## src/rtl/clk_div_pkg.sv

```systemverilog
// Shared types and defaults for the clock divider and its period meter.
// Provides the meter FSM state encoding and counter sizing.
package clk_div_pkg;
  localparam int CNT_W_DEF   = 32;
  localparam int TIMEOUT_DEF = 1024;

  typedef enum logic [1:0] {
    IDLE,
    WAIT_RISE,
    MEASURE,
    DONE
  } state_t;
endpackage

```

## src/rtl/clock_period_meter_if.sv

```systemverilog
// Control and result bundle of the clock period meter.
// master drives requests, slave is the meter.
interface clock_period_meter_if
  import clk_div_pkg::*;
#(
  parameter int CNT_W = CNT_W_DEF
);
  logic             start;
  logic             continuous;
  logic [CNT_W-1:0] expected_ratio;
  logic [7:0]       tolerance;
  logic             busy;
  logic             meas_valid;
  logic [CNT_W-1:0] period;
  logic [CNT_W-1:0] high_time;
  logic             mismatch;
  logic             timeout;

  modport master (
    output start, continuous,
    output expected_ratio, tolerance,
    input  busy, meas_valid,
    input  period, high_time,
    input  mismatch, timeout
  );

  modport slave (
    input  start, continuous,
    input  expected_ratio, tolerance,
    output busy, meas_valid,
    output period, high_time,
    output mismatch, timeout
  );
endinterface

```

## src/rtl/sync_edge_detect.sv

```systemverilog
// Multi-flop synchroniser for an asynchronous level with
// rise/fall pulses; both edges see the same latency.
module sync_edge_detect #(
  parameter int SYNC_STAGES = 2
) (
  input  logic clk,
  input  logic rst,
  input  logic i_async,
  output logic o_rise,
  output logic o_fall
);
  logic [SYNC_STAGES-1:0] r_sync;
  logic                   r_s_d;
  logic                   w_s;

  assign w_s = r_sync[SYNC_STAGES-1];

  always_ff @(posedge clk) begin
    if (rst) begin
      r_sync <= '0;
      r_s_d  <= 1'b0;
    end else begin
      r_sync <= {r_sync[SYNC_STAGES-2:0], i_async};
      r_s_d  <= w_s;
    end
  end

  assign o_rise = w_s & ~r_s_d;
  assign o_fall = ~w_s & r_s_d;
endmodule

```

## src/rtl/clock_period_meter.sv

```systemverilog
// Measures period and high time of an asynchronous divided clock
// in clk_in cycles and flags deviation from the expected ratio.
module clock_period_meter
  import clk_div_pkg::*;
#(
  parameter int CNT_W       = CNT_W_DEF,
  parameter int SYNC_STAGES = 2,
  parameter int TIMEOUT_CYC = TIMEOUT_DEF
) (
  input  logic                 clk_in,
  input  logic                 reset,
  input  logic                 div_clk,
  clock_period_meter_if.slave  bus
);
  localparam logic [CNT_W-1:0] TMO = CNT_W'(TIMEOUT_CYC);

  state_t            r_state;
  state_t            w_state_nxt;
  logic [CNT_W-1:0]  r_cnt;
  logic [CNT_W-1:0]  r_exp;
  logic [7:0]        r_tol;
  logic [CNT_W-1:0]  r_high_acc;
  logic [CNT_W-1:0]  r_period;
  logic [CNT_W-1:0]  r_high_time;
  logic              r_mismatch;
  logic              r_timeout;
  logic              w_rise;
  logic              w_fall;
  logic              w_accept;
  logic              w_end;
  logic              w_tmo;
  logic signed [CNT_W:0] w_diff;
  logic [CNT_W:0]    w_abs;
  logic              w_mis;

  sync_edge_detect #(
    .SYNC_STAGES(SYNC_STAGES)
  ) u_sync (
    .clk     (clk_in),
    .rst     (reset),
    .i_async (div_clk),
    .o_rise  (w_rise),
    .o_fall  (w_fall)
  );

  // Wide signed difference so the error magnitude never wraps.
  always_comb begin
    w_diff = $signed({1'b0, r_cnt})
           - $signed({1'b0, r_exp});
    w_abs  = w_diff[CNT_W] ? $unsigned(-w_diff)
                           : $unsigned(w_diff);
    w_mis  = w_abs > {{(CNT_W-7){1'b0}}, r_tol};
  end

  always_comb begin
    w_state_nxt = r_state;
    w_accept    = 1'b0;
    w_end       = 1'b0;
    w_tmo       = 1'b0;
    unique case (r_state)
      IDLE: begin
        if (bus.start) begin
          w_accept    = 1'b1;
          w_state_nxt = WAIT_RISE;
        end
      end
      WAIT_RISE: begin
        if (w_rise) begin
          w_state_nxt = MEASURE;
        end else if (r_cnt == TMO) begin
          w_tmo       = 1'b1;
          w_state_nxt = DONE;
        end
      end
      MEASURE: begin
        if (w_rise) begin
          w_end       = 1'b1;
          w_state_nxt = DONE;
        end else if (r_cnt == TMO) begin
          w_tmo       = 1'b1;
          w_state_nxt = DONE;
        end
      end
      DONE: begin
        if (bus.continuous && !r_timeout)
          w_state_nxt = MEASURE;
        else
          w_state_nxt = IDLE;
      end
      default: w_state_nxt = IDLE;
    endcase
  end

  always_ff @(posedge clk_in) begin
    if (reset) begin
      r_state     <= IDLE;
      r_cnt       <= '0;
      r_exp       <= '0;
      r_tol       <= '0;
      r_high_acc  <= '0;
      r_period    <= '0;
      r_high_time <= '0;
      r_mismatch  <= 1'b0;
      r_timeout   <= 1'b0;
    end else begin
      r_state <= w_state_nxt;
      unique case (r_state)
        IDLE: begin
          if (w_accept) begin
            r_exp      <= bus.expected_ratio;
            r_tol      <= bus.tolerance;
            r_cnt      <= '0;
            r_high_acc <= '0;
          end
        end
        WAIT_RISE: begin
          r_cnt <= w_rise ? CNT_W'(1)
                          : r_cnt + CNT_W'(1);
        end
        MEASURE: begin
          r_cnt <= r_cnt + CNT_W'(1);
          if (w_fall) r_high_acc <= r_cnt;
        end
        DONE: begin
          // DONE is cycle 1 of a back-to-back measurement.
          r_cnt      <= CNT_W'(2);
          r_high_acc <= w_fall ? CNT_W'(1) : '0;
        end
        default: r_cnt <= '0;
      endcase
      if (w_end || w_tmo) begin
        r_timeout   <= w_tmo;
        r_mismatch  <= w_tmo | w_mis;
        r_period    <= w_tmo ? '0 : r_cnt;
        r_high_time <= r_high_acc;
      end
    end
  end

  assign bus.busy       = (r_state != IDLE);
  assign bus.meas_valid = (r_state == DONE);
  assign bus.period     = r_period;
  assign bus.high_time  = r_high_time;
  assign bus.mismatch   = r_mismatch;
  assign bus.timeout    = r_timeout;
endmodule

```

## src/flat_wrapper.sv

```systemverilog
// flat-port wrapper written by rule: the top's interface ports become plain ports
module clock_period_meter_flat import clk_div_pkg::*;
#(
  parameter int CNT_W       = CNT_W_DEF,
  parameter int SYNC_STAGES = 2,
  parameter int TIMEOUT_CYC = TIMEOUT_DEF
)
  (clk_in, reset, div_clk, bus_start, bus_continuous, bus_expected_ratio, bus_tolerance, bus_busy, bus_meas_valid, bus_period, bus_high_time, bus_mismatch, bus_timeout);
  clock_period_meter_if #(.CNT_W(CNT_W)) bus_i ();
  input  logic clk_in;
  input  logic reset;
  input  logic div_clk;
  input wire logic [$bits(bus_i.start)-1:0] bus_start;
  input wire logic [$bits(bus_i.continuous)-1:0] bus_continuous;
  input wire logic [$bits(bus_i.expected_ratio)-1:0] bus_expected_ratio;
  input wire logic [$bits(bus_i.tolerance)-1:0] bus_tolerance;
  output wire logic [$bits(bus_i.busy)-1:0] bus_busy;
  output wire logic [$bits(bus_i.meas_valid)-1:0] bus_meas_valid;
  output wire logic [$bits(bus_i.period)-1:0] bus_period;
  output wire logic [$bits(bus_i.high_time)-1:0] bus_high_time;
  output wire logic [$bits(bus_i.mismatch)-1:0] bus_mismatch;
  output wire logic [$bits(bus_i.timeout)-1:0] bus_timeout;
  assign bus_i.start = bus_start;
  assign bus_i.continuous = bus_continuous;
  assign bus_i.expected_ratio = bus_expected_ratio;
  assign bus_i.tolerance = bus_tolerance;
  assign bus_busy = bus_i.busy;
  assign bus_meas_valid = bus_i.meas_valid;
  assign bus_period = bus_i.period;
  assign bus_high_time = bus_i.high_time;
  assign bus_mismatch = bus_i.mismatch;
  assign bus_timeout = bus_i.timeout;
  clock_period_meter #(.CNT_W(CNT_W), .SYNC_STAGES(SYNC_STAGES), .TIMEOUT_CYC(TIMEOUT_CYC)) u_core (.clk_in(clk_in), .reset(reset), .div_clk(div_clk), .bus(bus_i));
endmodule
```

## config.mk

```make
export PLATFORM = sky130hd
export DESIGN_NAME = clock_period_meter_flat
export DESIGN_NICKNAME = d
export VERILOG_FILES = /design/src/rtl/clk_div_pkg.sv /design/src/rtl/clock_period_meter_if.sv /design/src/rtl/sync_edge_detect.sv /design/src/rtl/clock_period_meter.sv /design/src/flat_wrapper.sv
export SDC_FILE = /design/constraint.sdc
export NUM_CORES = 1
export LEC_CHECK = 0
export CORE_MARGIN = 10
export CORE_UTILIZATION = 45
export DETAILED_ROUTE_END_ITERATION = 10
export PLACE_DENSITY_LB_ADDON = 0.15
export SLEW_MARGIN = 0
export SYNTH_ARGS = -nofsm -noshare
export SYNTH_HDL_FRONTEND = slang
export SYNTH_SLANG_ARGS = --single-unit
```

## constraint.sdc

```tcl
create_clock -name clk_in -period 12.1 [get_ports clk_in]
set_input_delay 1.21 -clock clk_in [delete_from_list [all_inputs] [get_ports clk_in]]
set_output_delay 1.21 -clock clk_in [all_outputs]
set_load 0.02 [all_outputs]
```

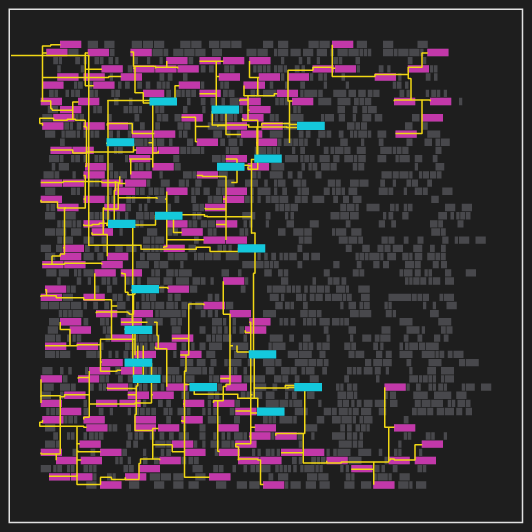
run_1/clock_wires.png
Drawn at 3 px/micron.
yellow -> clock wires  # length 2,250 microns
magenta -> flip-flops  # count 175
cyan -> clock-net drivers  # count 17
routed clock nets = 18
Clk network pwr share: 35.3%
power in the clock group: 0.000548 W
skew final: 0.0224 ns

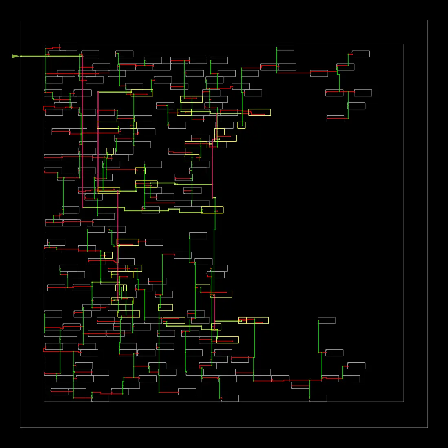
run_1/clock_nets.png
number of sequential storage elements: 175
number of buffers added by the clock tree synthesis step: 17
Skew-Pair Late Insertion Delay: 0.44 ns

==> summary.log, run 1 <==
INFO  final_timing   postLayoutSetupSlackWorst=6.61ns
INFO  worst_setup_path worst-setup-path-type=flop to flop
INFO  detailed_routing met3_length=1.80mm
INFO  logic_synthesis syn_avg_cell_area=7.33squm
INFO  floorplan      core.rowCount=55
INFO  worst_setup_path critical_path.startpoint=u_core.r_cnt[0]$_SDFFE_PP0P_
INFO  min_path       worstHoldPathCells=1
INFO  worst_setup_path critPathArrivalTime=5.81ns
INFO  final_timing   setup_viol=0
INFO  grt            grt-ovfl-total=0
INFO  clocking       cts_max_path_buffers=2
INFO  cells_and_area final-nonclk-buf-share=9.95%
INFO  min_path       whs_endpoint=u_core.u_sync.r_sync[1]$_SDFF_PP0_
INFO  logic_synthesis synth_dominant_cell_count=sky130_fd_sc_hd__nand2_1
INFO  logic_synthesis synth.logic.top_family=simple AND/OR/NAND/NOR gates
INFO  logic_synthesis top_area_cell=sky130_fd_sc_hd__dfxtp_1
INFO  clocking       clock_tree.root_cell=sky130_fd_sc_hd__clkbuf_16
INFO  logic_synthesis ys_seq_share=34.3%
INFO  detailed_routing detail_route.wl_per_cell=18.6microns
INFO  job            maxCapViolations=0
INFO  power_and_ir_drop p_sw=0.000537W
INFO  worst_setup_path critPathRequiredTime=12.43ns
INFO  logic_synthesis syn_nets=1,485
INFO  clocking       htreeDepth=4
INFO  floorplan      floorplan.die_area=29,100squm
INFO  min_path       hold_path_startpoint=u_core.u_sync.r_sync[0]$_SDFF_PP0_
INFO  worst_setup_path reg2reg_depth=21
INFO  cells_and_area seq-cell-share=29.2%
INFO  detailed_routing drt-total-wl=32.4mm
INFO  grt            globalRoute.busiestLayer=met2
INFO  cells_and_area num-nets-final=1,534
INFO  power_and_ir_drop top_power_group=registers
INFO  job            warning_count=31
INFO  final_timing   worst_pin_slew=1.05ns
INFO  logic_synthesis synth_compound_gate_area_share=21.7%
INFO  detailed_routing route.met2.wl=14.7mm
INFO  logic_synthesis yosysCellCount=1,391
INFO  worst_setup_path worst_path_most_repeated_cell=sky130_fd_sc_hd__a21oi_1
INFO  worst_setup_path critPathLaunchType=flop
INFO  grt            grt_use_total=22.0%
INFO  cells_and_area syn_to_final_growth=17.6%
INFO  cells_and_area sequential_cell_area=3500squm
INFO  worst_setup_path worstSetupEndpointType=flop
INFO  cells_and_area n_all_buffers=122
INFO  power_and_ir_drop total_leakage_power=4.33nW
INFO  cells_and_area final_common_cell=sky130_fd_sc_hd__nand2_1
INFO  cells_and_area fin_area=12,000squm
INFO  clocking       cts_tree=done
INFO  detailed_routing drt-vias-per-instance=5.77
INFO  final_timing   fin_tns_setup=0ns
INFO  floorplan      die.size.x=171microns
INFO  detailed_routing detailroute.via_count=10,000
INFO  run_status     run_status=completed
INFO  cells_and_area insertedDiodeCount=0
INFO  logic_synthesis ys.flops=175
INFO  logic_synthesis synthMuxAreaShare=0.711%
INFO  logic_synthesis post_synth_xor_area_fraction=4.03%
INFO  cells_and_area mi_logic_area=6160squm
INFO  logic_synthesis yosys.stat.chipArea=10,200squm
INFO  placement      pre_cts_slack=6.69ns
INFO  floorplan      fp.dieH=171microns
INFO  min_path       min_path_type=flop to flop
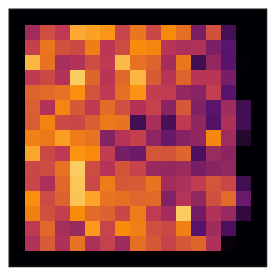
run_1/util_map.png
Drawn at 1.5 px/micron. 17 x 17 tiles, from black (low) to pale yellow (high), 0 to 100% covered.
nearly empty tiles = 26%
emptiest ninth of the die = top right
mean over tiles = 40%
fullest tile = 89%
floorplan-stage core utilization: 45.3%
end-of-flow core utilization: 53.3%
CORE AREA: 22,500 sq um

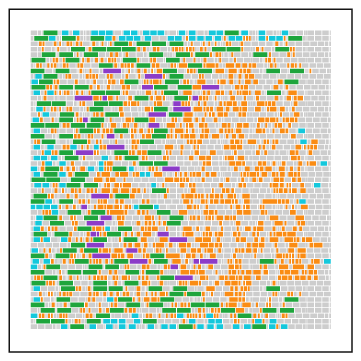
run_1/class_map.png
Drawn at 2 px/micron. Fill, decap, tap and diode cells in grey.
orange -> remaining logic cells  # cells 1,124, share of their area 55%
cyan -> remaining buffers and delay cells  # cells 122, share of their area 10%
purple -> clock drivers and dummy loads  # cells 32, share of their area 5.1%
green -> registers  # cells 175, share of their area 30%

run_1/closeup.png
Region (73, 73) to (98, 98) microns. Cells in grey, sequential cells in the stronger grey; small squares are vias.
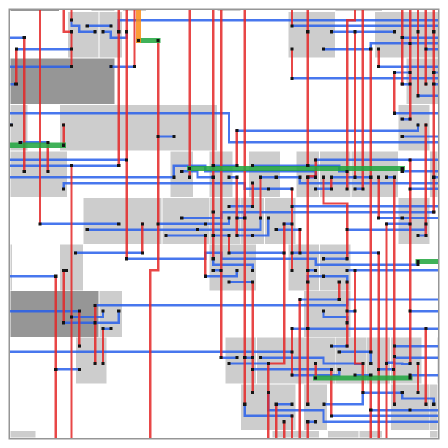

==> inputs of run 2 (changes only) <==
==> constraint.sdc (replaced) <==
create_clock -name clk_in -period 4.6 [get_ports clk_in]
set_input_delay 0.46 -clock clk_in [delete_from_list [all_inputs] [get_ports clk_in]]
set_output_delay 0.46 -clock clk_in [all_outputs]
set_load 0.02 [all_outputs]
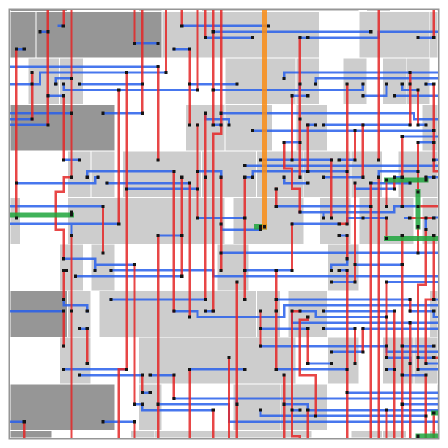
run_2/closeup.png
Region (73, 73) to (98, 98) microns. Cells in grey, sequential cells in the stronger grey; small squares are vias.
blue -> M1
red -> M2
orange -> M4
green -> M3
sequential cells in the window = 3
netlist names of flops here include = u_core.r_cnt (2), u_core.r_exp (1)
cells with their middle in the window = 44
most frequent = nand2_1 (8), a21oi_1 (6)

==> run 2 against run 1 <==
Setup slack got worse by 6.4 ns. Register-to-register slack worse by 6.4 ns. Global-route usage up 0.29 points. Synthesized area is the same. Critical path depth rose by 1. Clock skew decreased by 0.0012 ns. Maximum frequency is 24% higher. Final cell count rose by 3.0%.
==> summary.log, run 2 <==
INFO  grt            global_route_wire_length_before_repair=52.8mm
INFO  final_timing   setup_viol=0 [unchanged]
INFO  cells_and_area fill_cells=2,133
INFO  floorplan      fp_util=45.3% [unchanged]
INFO  cells_and_area seq-cell-share=27.6% [-1.6 points]
INFO  worst_setup_path critPathRequiredTime=4.91ns [-7.52 ns]
INFO  logic_synthesis top_area_cell=sky130_fd_sc_hd__dfxtp_1
INFO  clocking       htreeDepth=4 [unchanged]
INFO  detailed_routing detailroute.via_count=10,300 [+2.7%]
INFO  floorplan      core=22,500squm [unchanged]
INFO  logic_synthesis synthMuxAreaShare=0.711% [unchanged]
INFO  logic_synthesis syn_avg_cell_area=7.33squm [unchanged]
INFO  cells_and_area num-nets-final=1,587 [+3.5%]
INFO  final_timing   fin_tns_setup=0ns [unchanged]
INFO  min_path       whs_endpoint=u_core.bus.high_time[7]$_SDFFE_PP0P_
INFO  power_and_ir_drop clockNetworkPower=0.00149W [+170%]
INFO  cells_and_area fin_area=12,900squm [+7.3%]
INFO  logic_synthesis synth.logic.top_family=simple AND/OR/NAND/NOR gates
INFO  logic_synthesis yosys.stat.chipArea=10,200squm [unchanged]
INFO  placement      pre_cts_slack=0.0576ns [-6.64 ns]
INFO  worst_setup_path worstSetupEndpointType=flop
INFO  grt            grt-ovfl-total=0 [unchanged]
INFO  worst_setup_path critPathArrivalTime=4.72ns [-1.09 ns]
INFO  cells_and_area syn_to_final_growth=26.2%
INFO  detailed_routing route.met2.wl=15.5mm [+5.2%]
INFO  cells_and_area layout-drive-gt1-share=13.1%
INFO  cells_and_area final_common_cell=sky130_fd_sc_hd__nand2_1
INFO  logic_synthesis post_synth_num_cell_types=83
INFO  final_timing   worst_clock_skew=0.0212ns [-0.00121 ns]
INFO  detailed_routing detail_route.wl_per_cell=18.6microns [about the same]
INFO  power_and_ir_drop p_sw=0.00148W [+180%]
INFO  logic_synthesis synth_dominant_cell_count=sky130_fd_sc_hd__nand2_1
INFO  final_timing   postLayoutSetupSlackWorst=0.186ns [-6.43 ns]
INFO  detailed_routing drt-vias-per-instance=5.75 [-0.32%]
INFO  cells_and_area final-nonclk-buf-share=12.5% [+2.5 points]
INFO  cells_and_area design.seq.count=175 [unchanged]
INFO  detailed_routing drt-total-wl=33.3mm [+3.0%]
INFO  cells_and_area sequential_cell_area=3550squm [+1.3%]
INFO  cells_and_area comb_area_share=50.9%
INFO  final_timing   timing_hold_violations_final=0
INFO  detailed_routing met3_length=1.81mm [+0.67%]
INFO  floorplan      core.rowCount=55 [unchanged]
INFO  job            maxCapViolations=0 [unchanged]
INFO  power_and_ir_drop top_power_group=registers
INFO  final_timing   slew_headroom=27.3%
INFO  worst_setup_path worst_path_most_repeated_cell=sky130_fd_sc_hd__a21oi_2
INFO  floorplan      fp.dieH=171microns [unchanged]
INFO  min_path       worstHoldPathCells=2 [+1]
INFO  power_and_ir_drop total_leakage_power=4.65nW [+7.6%]
INFO  cells_and_area n_all_buffers=175 [+43%]
INFO  grt            globalRoute.busiestLayer=met2
INFO  cells_and_area mi_logic_area=6550squm [+6.3%]
INFO  clocking       cts_max_path_buffers=2 [unchanged]
INFO  floorplan      floorplan.die_area=29,100squm [unchanged]
INFO  clocking       cts-buffers-inserted=17 [unchanged]
INFO  worst_setup_path critical_path.startpoint=u_core.r_exp[23]$_SDFFE_PP0P_
INFO  min_path       min_path_type=flop to flop
INFO  run_status     run_status=completed
INFO  grt            grt_use_total=22.3% [+0.29 points]
INFO  clocking       clock_insertion_delay_worst_skew=0.43ns [about the same]
INFO  clocking       clock_tree.root_cell=sky130_fd_sc_hd__clkbuf_16
INFO  logic_synthesis syn_nets=1,485 [unchanged]
INFO  cells_and_area insertedDiodeCount=0 [unchanged]
INFO  power_and_ir_drop power.share.clock=35.1% [-0.2 points]
INFO  clocking       cts.repair_timing.setup_buffer_count=0
INFO  logic_synthesis ys.flops=175 [unchanged]
INFO  logic_synthesis ys_seq_share=34.3% [unchanged]
INFO  worst_setup_path critPathLaunchType=flop
INFO  floorplan      die.size.x=171microns [unchanged]
INFO  job            warning_count=34 [+9.7%]
INFO  clocking       cts_tree=done
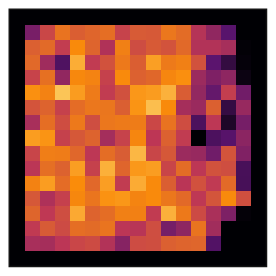
run_2/util_map.png
Drawn at 1.5 px/micron. 17 x 17 tiles, from black (low) to pale yellow (high), 0 to 100% covered.
densest ninth of the die = middle
fullest tile = 87%
tiles over 75% full = 8.7%
mean over tiles = 43%
nearly empty tiles = 25%
emptiest ninth of the die = top right
end-of-flow core utilization: 57.2%

run_2/class_map.png
Drawn at 2 px/micron. Fill, decap, tap and diode cells in grey.
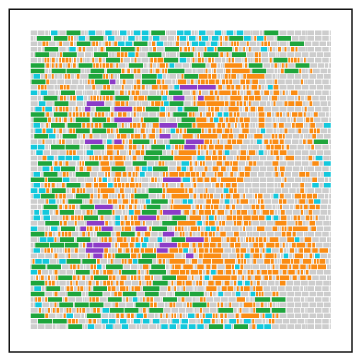

==> inputs of run 3 (changes only) <==
--- a/config.mk
+++ b/config.mk
@@ -5,7 +5,7 @@
 export SDC_FILE = /design/constraint.sdc
 export NUM_CORES = 1
 export LEC_CHECK = 0
-export CORE_MARGIN = 10
+export CORE_MARGIN = 5
 export CORE_UTILIZATION = 45
 export DETAILED_ROUTE_END_ITERATION = 10
 export PLACE_DENSITY_LB_ADDON = 0.15
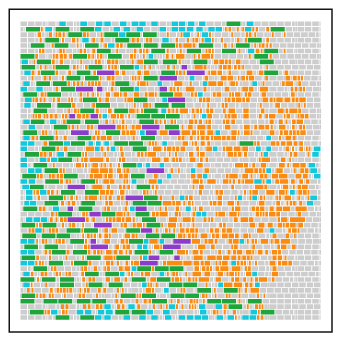
run_3/class_map.png
Drawn at 2 px/micron. Fill, decap, tap and diode cells in grey.
green -> registers  # cells 175, share of their area 29%
orange -> remaining logic cells  # cells 1,124, share of their area 53%
purple -> clock drivers and dummy loads  # cells 31, share of their area 5.0%
cyan -> remaining buffers and delay cells  # cells 172, share of their area 13%
end-of-flow core utilization: 55.2%
Layout Cell Area excl Fill: 12,400 sq um
flop share of the area: 28.2%
standard-cell rows: 55

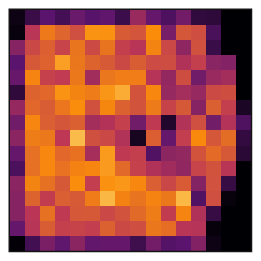
run_3/util_map.png
Drawn at 1.5 px/micron. 16 x 16 tiles, from black (low) to pale yellow (high), 0 to 100% covered.
fullest tile = 85%
nearly empty tiles = 8.2%
tiles over 75% full = 6.2%

==> run 3 against run 2 <==
Maximum frequency is 1.1% higher. Worst hold slack worse by 0.0036 ns. First-iteration DRC count is 20% lower. Core utilization is 2.0 points lower. Count of clock-buffer cells in the layout is 1 lower. Sequential cell count stayed put. Power is 2.9% lower. Sequential share of layout area is 0.66 points higher. Largest cell class unchanged.
==> summary.log, run 3 <==
INFO  logic_synthesis synth-simple-area-share=27.7%
INFO  job            warning_count=31 [-8.8%]
INFO  power_and_ir_drop power.combinational.total=0.00113W
INFO  detailed_routing detailroute.via_count=10,200 [-0.73%]
INFO  worst_setup_path critPathRequiredTime=4.92ns [about the same]
INFO  final_timing   post-route-min-period=4.37ns
INFO  logic_synthesis synthesis.yosys.warnings=0
INFO  detailed_routing drt-total-wl=32.0mm [-4.1%]
INFO  logic_synthesis count_of_mapped_cells_out_of_synthesis=1,391
INFO  worst_setup_path cpLargestDelayFamily=AND-OR/OR-AND gates
INFO  clocking       htreeDepth=4 [unchanged]
INFO  logic_synthesis synth_async_sr_flop_share=0%
INFO  final_timing   fin_tns_setup=0ns [unchanged]
INFO  logic_synthesis top_cells_by_area=sky130_fd_sc_hd__dfxtp_1 (34%), sky130_fd_sc_hd__nand2_1 (10%), sky130_fd_sc_hd__a21oi_1 (10%)
INFO  logic_synthesis primary_flip_flop_cell_chosen_by_synthesis_mapping=sky130_fd_sc_hd__dfxtp_1
INFO  logic_synthesis ys.flops=175 [unchanged]
INFO  min_path       whs_endpoint=u_core.u_sync.r_sync[1]$_SDFF_PP0_
INFO  cells_and_area design.seq.count=175 [unchanged]
INFO  cells_and_area largest_class=logic gates
INFO  power_and_ir_drop power.internal=0.00271W
INFO  worst_setup_path crit_path_max_incr_delay=0.37ns
INFO  clocking       cts_tree=done
INFO  clocking       clk_transition_reported_paths=0.07ns
INFO  worst_setup_path critical_path.startpoint=u_core.r_cnt[0]$_SDFFE_PP0P_
INFO  floorplan      n_tap_cell=285
INFO  cells_and_area clock_tree_area_fraction=4.82%
INFO  cells_and_area mi_logic_area=6190squm [-5.5%]
INFO  final_timing   min_period_over_period=94.9%
INFO  power_and_ir_drop top_power_group=registers
INFO  cells_and_area final_common_cell=sky130_fd_sc_hd__nand2_1
INFO  floorplan      num_io_pins=113
INFO  grt            met3_track_demand_over_resource=3.87%
INFO  worst_setup_path reg2reg_depth=21
INFO  cells_and_area fill_cells=2,193 [+2.8%]
INFO  cells_and_area layout.cells.most_common_list=sky130_fd_sc_hd__nand2_1 (274), sky130_fd_sc_hd__a21oi_1 (205), sky130_fd_sc_hd__dfxtp_1 (172)
INFO  detailed_routing drt-vias-per-instance=5.72 [-0.51%]
INFO  logic_synthesis synthMuxAreaShare=0.711% [unchanged]
INFO  worst_setup_path timing.rr.end=u_core.bus.mismatch$_SDFFE_PP0P_
INFO  min_path       min_path_type=flop to flop
INFO  detailed_routing met3_length=1.72mm [-4.8%]
INFO  floorplan      fp_util=45.3% [unchanged]
INFO  power_and_ir_drop comb_power_share=27.3%
INFO  power_and_ir_drop switching_share=34.4%
INFO  clocking       cts.hold.buffers_added=0
INFO  worst_setup_path critical_path.cell_chain=inv_1 > ha_1 > fa_2 > nand2b_4 > a21oi_2 > o21ai_1 > a21oi_1 > a211o_1 > buf_6 > nor2_1 > xor2_1 > ha_1 > and2_0 > nand3_1 > or3_1 > a221o_1 > a211o_1 > nor3_2 > nand4_1 > nor4_2 > a21oi_1
INFO  clocking       clock_tree.root_cell=sky130_fd_sc_hd__clkbuf_16
INFO  cells_and_area n_all_buffers=172 [-1.7%]
INFO  run_status     run_status=completed
INFO  final_timing   worst_pin_slew=1.04ns
INFO  logic_synthesis syn_avg_cell_area=7.33squm [unchanged]
INFO  power_and_ir_drop total_leakage_power=4.58nW [-1.5%]
INFO  final_timing   setup_viol=0 [unchanged]
INFO  logic_synthesis post_synth_most_frequent_cells=sky130_fd_sc_hd__nand2_1 (274), sky130_fd_sc_hd__a21oi_1 (205), sky130_fd_sc_hd__dfxtp_1 (175)
INFO  detailed_routing route.met2.wl=14.4mm [-6.6%]
INFO  clocking       cts-buffers-inserted=17 [unchanged]
INFO  final_timing   slew_headroom=30.5% [+3.2 points]
INFO  cells_and_area layout-drive-gt1-share=8.32% [-4.8 points]
INFO  worst_setup_path critPathArrivalTime=4.69ns [-0.03 ns]
INFO  worst_setup_path worst-setup-path-type=flop to flop
INFO  logic_synthesis syn_nets=1,485 [unchanged]
INFO  power_and_ir_drop power.share.clock=34.7% [-0.4 points]
INFO  placement      finalWeightedCongestion=0.940
INFO  power_and_ir_drop irDropWorstVdd=0.000270V
INFO  worst_setup_path critical_path.slowest_cell=sky130_fd_sc_hd__fa_2
INFO  cells_and_area final.signal_inverter_count=52
INFO  clocking       numClockSinks=175
INFO  worst_setup_path rrSetupSlack=0.23ns
INFO  final_timing   postLayoutSetupSlackWorst=0.235ns [+0.0481 ns]
INFO  final_timing   timing.fmax=229MHz
INFO  clocking       cts.repair_timing.setup_buffer_count=0 [unchanged]
INFO  worst_setup_path worstSetupEndpointType=flop
INFO  grt            globalRoute.busiestLayer=met2
INFO  placement      placedCellCount=1,752
INFO  floorplan      core=22,500squm [unchanged]
INFO  cells_and_area num-nets-final=1,584 [-0.19%]
INFO  detailed_routing drt_pre_antenna_iters=6
INFO  grt            met1_usage=34.2%
INFO  grt            grt-ovfl-total=0 [unchanged]
INFO  logic_synthesis yosys.stat.chipArea=10,200squm [unchanged]
INFO  grt            global_route_wire_length_before_repair=51.0mm [-3.4%]
INFO  detailed_routing number_of_drc_violations_after_detailed_routing_iteration_0=785
INFO  detailed_routing detail_route.wl_per_cell=17.9microns [-3.9%]
INFO  logic_synthesis post_synth_num_cell_types=83 [unchanged]
INFO  logic_synthesis top_area_cell=sky130_fd_sc_hd__dfxtp_1
INFO  power_and_ir_drop seq_pwr_share=37.9%
INFO  min_path       worstHoldPathCells=1 [-1]
INFO  placement      post-dp-hpwl=23.6mm
INFO  logic_synthesis synthAdderAreaFrac=6.08%
INFO  final_timing   worst_clock_skew=0.0196ns [-0.00154 ns]
INFO  logic_synthesis area_of_the_mapped_netlist=10,200squm
INFO  clocking       cts_max_path_buffers=2 [unchanged]
INFO  cells_and_area clockBufferCount=17
INFO  final_timing   timing.hold.ws=0.450ns
INFO  placement      placedInstanceArea=11,800squm
INFO  cells_and_area insertedDiodeCount=0 [unchanged]
INFO  grt            antenna_found_initial=0
INFO  worst_setup_path setup.worst_path.end=u_core.bus.mismatch$_SDFFE_PP0P_
INFO  detailed_routing ant_nets=0
INFO  job            maxCapViolations=0 [unchanged]
INFO  grt            met2_usage=37.9%
INFO  cells_and_area logic_gates=1,072
INFO  logic_synthesis synth.logic.top_family=simple AND/OR/NAND/NOR gates
INFO  placement      pre_cts_slack=0.0424ns [-0.0152 ns]
INFO  grt            first_global_vias=9,673
INFO  power_and_ir_drop p_sw=0.00142W [-4.0%]
INFO  power_and_ir_drop clockNetworkPower=0.00144W [-3%]
INFO  logic_synthesis post_synth_xor_area_fraction=4.03%
INFO  power_and_ir_drop fin_total_pwr=0.00414W
INFO  cells_and_area sequential_cell_area=3510squm [-1.2%]
INFO  final_timing   timing_hold_violations_final=0 [unchanged]
INFO  grt            grt_use_total=24.2% [+1.9 points]
INFO  floorplan      fp.dieH=161microns [-5.9%]
INFO  logic_synthesis yosysCellCount=1,391
INFO  placement      buffer_ports.inserted=112
INFO  cells_and_area syn_to_final_growth=21.7%
INFO  worst_setup_path worstPathMaxFanout=9
INFO  clocking       clock_insertion_delay_worst_skew=0.44ns [about the same]
INFO  cells_and_area fin_cells=1,787
INFO  grt            pin_count_of_the_biggest_net_entering_global_routing=76
INFO  floorplan      floorplan.die_area=25,800squm [-11%]
INFO  detailed_routing drt-met1-wl=15.0mm
INFO  power_and_ir_drop p_per_area=333nW/um^2
INFO  logic_synthesis synth_dominant_cell_count=sky130_fd_sc_hd__nand2_1
INFO  logic_synthesis ys_seq_share=34.3% [unchanged]
INFO  floorplan      die.size.x=161microns [-5.9%]
INFO  logic_synthesis edf_count=0
INFO  clocking       cts_repair_resize_count=0
INFO  worst_setup_path critPathLaunchType=flop
INFO  detailed_routing drc=0
INFO  cells_and_area final-nonclk-buf-share=12.7% [+0.21 points]
INFO  cells_and_area comb_area_share=49.8% [-1.0 points]
INFO  logic_synthesis synth_compound_gate_area_share=21.7%
INFO  logic_synthesis synth_largest_type_area_fraction=34.3%
Power figures rest on the tool's default switching activity, not on a simulated workload.
